<file path="src/rtl/parking_pkg.sv">
// Shared types for the multi-gate parking occupancy counter.
// Gate FSM states and the {outer,inner} sensor patterns.
package parking_pkg;

  typedef enum logic [2:0] {
    IDLE,
    IN1,
    IN2,
    IN3,
    OUT1,
    OUT2,
    OUT3,
    WAIT_CLR
  } gate_st_e;

  localparam logic [1:0] P_NONE = 2'b00;
  localparam logic [1:0] P_OUT  = 2'b10;
  localparam logic [1:0] P_BOTH = 2'b11;
  localparam logic [1:0] P_IN   = 2'b01;

endpackage

</file>
<file path="src/rtl/parking_occupancy_multi_gate_dir_fsm.sv">
// Per-gate direction decoder: entry/exit sequence FSM with
// back-out, illegal-sequence detection and stuck-sensor timeout.
module gate_dir_fsm
  import parking_pkg::*;
#(
  parameter int TIMEOUT_CYC = 1000
) (
  input  logic       clk,
  input  logic       rst,
  input  logic [1:0] pat,
  output logic       ent_pls,
  output logic       ext_pls,
  output logic       err_pls
);

  localparam bit TO_EN = (TIMEOUT_CYC > 0);
  localparam int TW =
    (TIMEOUT_CYC > 0) ? $clog2(TIMEOUT_CYC + 1) : 1;
  localparam logic [TW-1:0] TMAX =
    TW'((TIMEOUT_CYC > 0) ? TIMEOUT_CYC - 1 : 0);

  gate_st_e      st_q, st_d;
  logic [TW-1:0] tmr_q, tmr_d;
  logic          ent_q, ent_d;
  logic          ext_q, ext_d;
  logic          err_q, err_d;
  logic          hold;
  logic          bad;

  always_comb begin
    st_d  = st_q;
    tmr_d = '0;
    ent_d = 1'b0;
    ext_d = 1'b0;
    err_d = 1'b0;
    hold  = 1'b0;
    bad   = 1'b0;
    unique case (st_q)
      IDLE: begin
        unique case (pat)
          P_OUT:   st_d = IN1;
          P_IN:    st_d = OUT1;
          P_NONE:  ;
          default: bad = 1'b1;
        endcase
      end
      IN1: begin
        unique case (pat)
          P_BOTH:  st_d = IN2;
          P_NONE:  st_d = IDLE;
          P_OUT:   hold = 1'b1;
          default: bad = 1'b1;
        endcase
      end
      IN2: begin
        unique case (pat)
          P_IN:    st_d = IN3;
          P_OUT:   st_d = IN1;
          P_BOTH:  hold = 1'b1;
          default: bad = 1'b1;
        endcase
      end
      IN3: begin
        unique case (pat)
          P_NONE: begin
            st_d  = IDLE;
            ent_d = 1'b1;
          end
          P_BOTH:  st_d = IN2;
          P_IN:    hold = 1'b1;
          default: bad = 1'b1;
        endcase
      end
      OUT1: begin
        unique case (pat)
          P_BOTH:  st_d = OUT2;
          P_NONE:  st_d = IDLE;
          P_IN:    hold = 1'b1;
          default: bad = 1'b1;
        endcase
      end
      OUT2: begin
        unique case (pat)
          P_OUT:   st_d = OUT3;
          P_IN:    st_d = OUT1;
          P_BOTH:  hold = 1'b1;
          default: bad = 1'b1;
        endcase
      end
      OUT3: begin
        unique case (pat)
          P_NONE: begin
            st_d  = IDLE;
            ext_d = 1'b1;
          end
          P_BOTH:  st_d = OUT2;
          P_OUT:   hold = 1'b1;
          default: bad = 1'b1;
        endcase
      end
      WAIT_CLR: begin
        if (pat == P_NONE) st_d = IDLE;
      end
    endcase
    // Dwell timer only runs while holding a mid-sequence pattern
    if (hold && TO_EN) begin
      if (tmr_q == TMAX) bad = 1'b1;
      else tmr_d = tmr_q + 1'b1;
    end
    if (bad) begin
      err_d = 1'b1;
      st_d  = WAIT_CLR;
      tmr_d = '0;
    end
  end

  always_ff @(posedge clk) begin
    if (rst) begin
      st_q  <= IDLE;
      tmr_q <= '0;
      ent_q <= 1'b0;
      ext_q <= 1'b0;
      err_q <= 1'b0;
    end else begin
      st_q  <= st_d;
      tmr_q <= tmr_d;
      ent_q <= ent_d;
      ext_q <= ext_d;
      err_q <= err_d;
    end
  end

  assign ent_pls = ent_q;
  assign ext_pls = ext_q;
  assign err_pls = err_q;

endmodule

</file>
<file path="src/rtl/parking_occupancy_multi.sv">
// Multi-gate parking occupancy counter: per-gate decoders feed a
// shared saturating count with full/empty and clamp pulses.
module parking_occupancy_multi
  import parking_pkg::*;
#(
  parameter  int NUM_GATES   = 2,
  parameter  int CAPACITY    = 7,
  parameter  int TIMEOUT_CYC = 1000,
  localparam int CNT_W       = $clog2(CAPACITY + 1)
) (
  input  logic                   clk,
  input  logic                   rst,
  input  logic [2*NUM_GATES-1:0] sens,
  output logic [NUM_GATES-1:0]   ent_pls,
  output logic [NUM_GATES-1:0]   ext_pls,
  output logic [NUM_GATES-1:0]   err_pls,
  output logic [CNT_W-1:0]       cnt,
  output logic                   full,
  output logic                   empty,
  output logic                   ovf_pls,
  output logic                   udf_pls
);

  localparam int SW = CNT_W + 2;
  localparam logic signed [SW-1:0] CAP_S = SW'(CAPACITY);

  for (genvar g = 0; g < NUM_GATES; g++) begin : g_gate
    gate_dir_fsm #(
      .TIMEOUT_CYC(TIMEOUT_CYC)
    ) u_fsm (
      .clk    (clk),
      .rst    (rst),
      .pat    (sens[2*g+:2]),
      .ent_pls(ent_pls[g]),
      .ext_pls(ext_pls[g]),
      .err_pls(err_pls[g])
    );
  end

  logic [CNT_W-1:0]     cnt_q, cnt_d;
  logic                 ovf_q, ovf_d;
  logic                 udf_q, udf_d;
  logic signed [SW-1:0] e_n, x_n, sum;

  // Entries and exits net out before the clamp is applied
  always_comb begin
    e_n = '0;
    x_n = '0;
    for (int g = 0; g < NUM_GATES; g++) begin
      e_n = e_n + SW'(ent_pls[g]);
      x_n = x_n + SW'(ext_pls[g]);
    end
    sum   = $signed({2'b00, cnt_q}) + e_n - x_n;
    cnt_d = sum[CNT_W-1:0];
    ovf_d = 1'b0;
    udf_d = 1'b0;
    if (sum > CAP_S) begin
      cnt_d = CNT_W'(CAPACITY);
      ovf_d = 1'b1;
    end else if (sum < 0) begin
      cnt_d = '0;
      udf_d = 1'b1;
    end
  end

  always_ff @(posedge clk) begin
    if (rst) begin
      cnt_q <= '0;
      ovf_q <= 1'b0;
      udf_q <= 1'b0;
    end else begin
      cnt_q <= cnt_d;
      ovf_q <= ovf_d;
      udf_q <= udf_d;
    end
  end

  assign cnt     = cnt_q;
  assign ovf_pls = ovf_q;
  assign udf_pls = udf_q;
  assign full    = (cnt_q == CNT_W'(CAPACITY));
  assign empty   = (cnt_q == '0);

endmodule
</file>
<file path="config.mk">
export PLATFORM = sky130hd
export DESIGN_NAME = parking_occupancy_multi
export DESIGN_NICKNAME = d
export VERILOG_FILES = /design/src/rtl/parking_pkg.sv /design/src/rtl/parking_occupancy_multi_gate_dir_fsm.sv /design/src/rtl/parking_occupancy_multi.sv
export SDC_FILE = /design/constraint.sdc
export NUM_CORES = 1
export LEC_CHECK = 0
export ABC_AREA = 1
export CAP_MARGIN = 5
export CORE_ASPECT_RATIO = 1.1
export CORE_MARGIN = 1
export CORE_UTILIZATION = 40
export DETAILED_ROUTE_END_ITERATION = 12
export SYNTH_ARGS = -nofsm -noshare
export SYNTH_HDL_FRONTEND = slang
export SYNTH_SLANG_ARGS = --single-unit
</file>
<file path="constraint.sdc">
create_clock -name clk -period 2.7 [get_ports clk]
set_input_delay 0.54 -clock clk [delete_from_list [all_inputs] [get_ports clk]]
set_output_delay 0.54 -clock clk [all_outputs]
set_load 0.005 [all_outputs]
</file>
==> run summary <==
Summary of implementation figures.

Timing
The setup total negative slack is 0 ns. The worst slew margin relative to its limit is 0.796. Counting endpoints that fail hold in the final report gives 0. The clock skew after layout is 0.00566 ns. The worst path in the final design needs a cycle of 2.20 ns, including I/O delays and setup. The final max-slew violation count recorded for this run is 0.

The transition time at the pin with the least slew margin is 0.303 ns. The part of the cycle the worst path needs is 0.816.

Drt
The script logs the ratio of routed vias to standard cells as 4.67. The routed layout has 1,869 vias. For this run, the detailed router's first-pass iteration total came to 4. The first-iteration detailed-routing DRC count is 106. After detailed routing, the number of remaining DRC violations is 0.

The average detailed-routed wire length per instance is 9.92 µm.

Cells and area
The sequential cell area is 741 µm². The tally of filler cells in the layout is 559. The count of inverters not on the clock network in the layout is 54. The share of post-route cells with drive strength above 1 is 0.102. The most common logic cells in the final layout are sky130_fd_sc_hd__nand2_1, sky130_fd_sc_hd__inv_1, sky130_fd_sc_hd__dfxtp_1. The non-clock buffer count in the final layout is 19. The finished layout cell area is 0.00258 mm².

Pwr
The top contributor to total power is combinational cells. The cell area power density is 729 mW/mm². The power attributed to the clock group is 0.000488 W. The worst supply voltage drop on vdd is 0.000362 V. The static leakage is 1.14 nW. The switching component of the power was reported as 0.000704 W.

Critical path
The worst setup path is captured at a flop. Looking at the setup timing report, the critical path kind is flop to flop. The cell with the largest stage delay on the worst path is sky130_fd_sc_hd__fa_1. Per the timing report, the biggest fanout along the worst path comes to 3.

The type of element launching the critical path is a flop.

GRT
The total global routing overflow is 0. The number of global-route vias before repair is 1,738. The aggregate global-route resource usage is 0.152.

The first global-routing pass estimated 7000 µm of wire.

Floorplanning
Measured along the y axis, the die boundary spans 80.8 µm. The core region is 0.00540 mm². The tap cell instance count is 75. The width of the die is 73.6 µm. In this run the count of I/O pins placed on the die edge is 19.

Logic synthesis
The synthesized-area fraction occupied by adder cells is 0.124. Counting flops and latches in the post-synthesis netlist gives 37. The synthesized chip area reported by yosys is 0.00226 mm².

The share of the Yosys chip area taken by registers is 0.328. The post-synth count of flops with an enable pin is 0. Post-synth the commonest register cell is sky130_fd_sc_hd__dfxtp_1.

In the synthesized netlist, the dominant kind of combinational cell is simple AND/OR/NAND/NOR gates. The average footprint of a synthesized cell is 7.35 µm². The cell-mix breakdown from Yosys lists the XOR/XNOR area share as 0.0466.

The compound-gate portion of the synthesized area is 0.0566. The net count after synthesis is 333. The fraction of synthesis flops using an asynchronous set or reset pin is 0. The number of different library cells in the post-synthesis netlist is 33. The count of instantiated cells in the yosys netlist is 307.

Before any placement, the netlist area is recorded as 0.00226 mm².

Clock network
The count of buffers added by post-CTS timing repair for setup is 0. The maximum clock insertion buffer count is 2. Once the clock tree was built, the resizer swapped 0 gates to a different size.

The CTS tree is built.

Run status
The run finished with clean final reports.

Placed design
During placement, the flow inserted port buffers numbering 18. The post-detailed-placement cell area is 0.00247 mm².

Hold path
The path class of the lowest-slack min-delay path is flop to flop.

Job
The number of warnings reported in the stage logs is 38.
-- metrics by stage --
stage | hold WS, ns | utilization | power (W) | worst slack (ns)
after floorplan | 0.418 | - | 0.00126 | 0.620
after detailed placement | 0.440 | 0.457 | 0.00140 | 0.512
final | 0.450 | 0.479 | 0.00188 | 0.497
after CTS | 0.455 | 0.479 | 0.00189 | 0.502
after global placement | 0.432 | 0.457 | 0.00141 | 0.537
after global routing | 0.475 | 0.479 | 0.00204 | 0.363
-- metal layers --
layer  share of wire  GRT usage  vias up
met5               0          0        -
met4           0.020     0.0673        0
met3           0.044     0.0335       11
met2            0.47      0.264       47
met1            0.46      0.179      829
li1                -          -      982
-- sequential cells by signal, indices dropped and copies added, names as in the netlist --
register              count
cnt                       3
g_gate.u_fsm.ent_pls      2
g_gate.u_fsm.err_pls      2
g_gate.u_fsm.ext_pls      2
g_gate.u_fsm.st_q         6
g_gate.u_fsm.tmr_q       20
ovf_pls                   1
udf_pls                   1
-- final timing paths --
path / start / to / slack (ns) / cells past startpoint
max: g_gate[0].u_fsm.ext_pls / cnt[1] / 0.50 / 10
min: g_gate[0].u_fsm.tmr_q[0] / g_gate[0].u_fsm.tmr_q[0] / 0.45 / 1
max reg2reg: g_gate[0].u_fsm.ext_pls / cnt[1] / 0.50 / 10
min reg2reg: g_gate[0].u_fsm.tmr_q[0] / g_gate[0].u_fsm.tmr_q[0] / 0.45 / 1
-- worst register-to-register path, delay by kind of cell, from the launching register on --
kind            cells  cell delay, ns
compound gates      1            0.18
xor+xnor            1            0.16
fa+ha+maj           4            1.21
buf+inv             4            0.23
flops               1            0.32
Figure 1. Cell sizes after repair.
Bar = 20 µm.
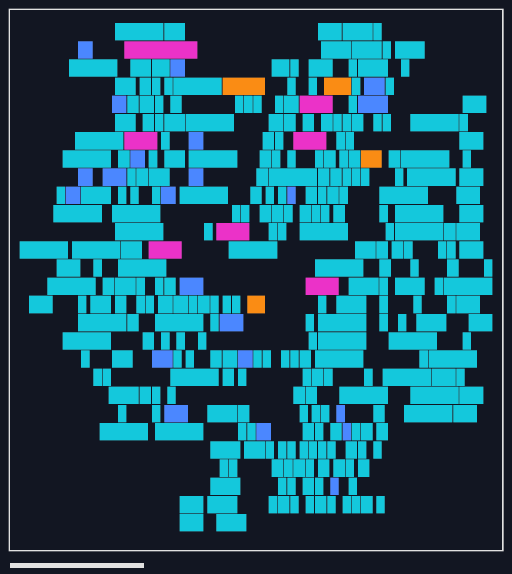
- orange: x3 and x4 (cells 4; share 1.2%)
- magenta: x6 and larger (cells 7; share 2.2%; most used clkbuf_8)
- blue: x2 (cells 22; share 6.8%; most used nor2_2)
- cyan: x1 and smaller (cells 292; share 90%; most used nand2_1)

Figure 2. Signal wires by layer.
Bar = 20 µm.
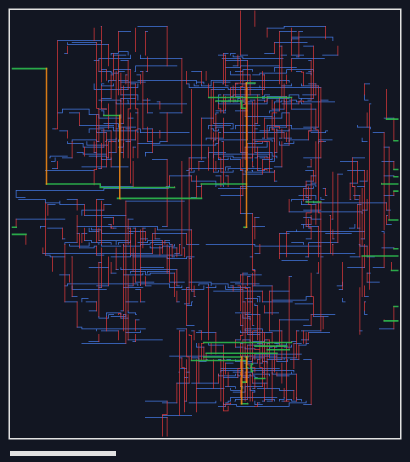
- orange: M4 (wire length 78.2 µm)
- red: M2 (wire length 1,880 µm)
- blue: M1 (wire length 1,840 µm)
- green: M3 (wire length 175 µm)

Figure 3. Sequential cells grouped by signal name.
Bar = 20 µm. Other sequential cells in the stronger grey, the rest of the logic in the fainter grey.
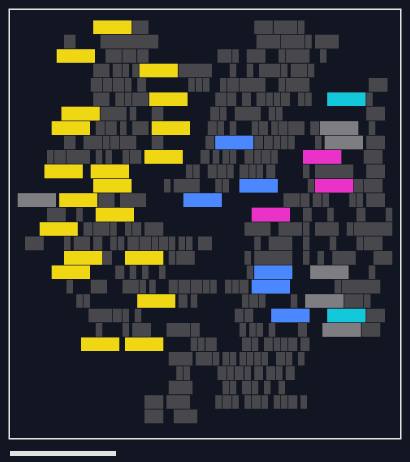
- blue: g_gate.u_fsm.st_q (flops 6)
- yellow: g_gate.u_fsm.tmr_q (flops 20)
- cyan: g_gate.u_fsm.ext_pls (flops 2)
- magenta: cnt (flops 3)
- not coloured: 6

Figure 4. Wires at chosen ports, followed through buffers.
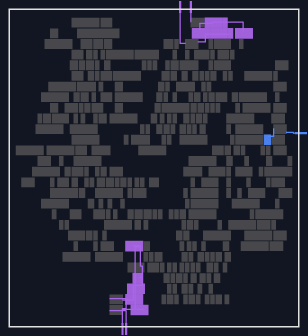
- blue: empty (bits 1; direction output; edge right; end cells 1; buffers 1; wire 6.10 µm)
- purple: sens (bits 4; direction input; edge 2 bottom, 2 top; end cells 12; buffers 4; wire 102 µm)

Figure 5. Clock nets.
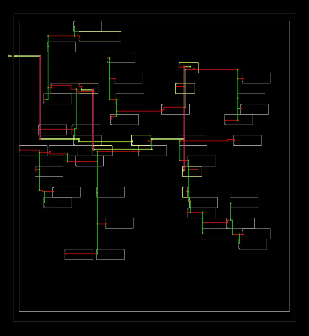
total CTS buffers: 5
clock buffer count in the final layout: 7
flop count: 37

No activity file was given, so power comes from the tool's default toggle rates.
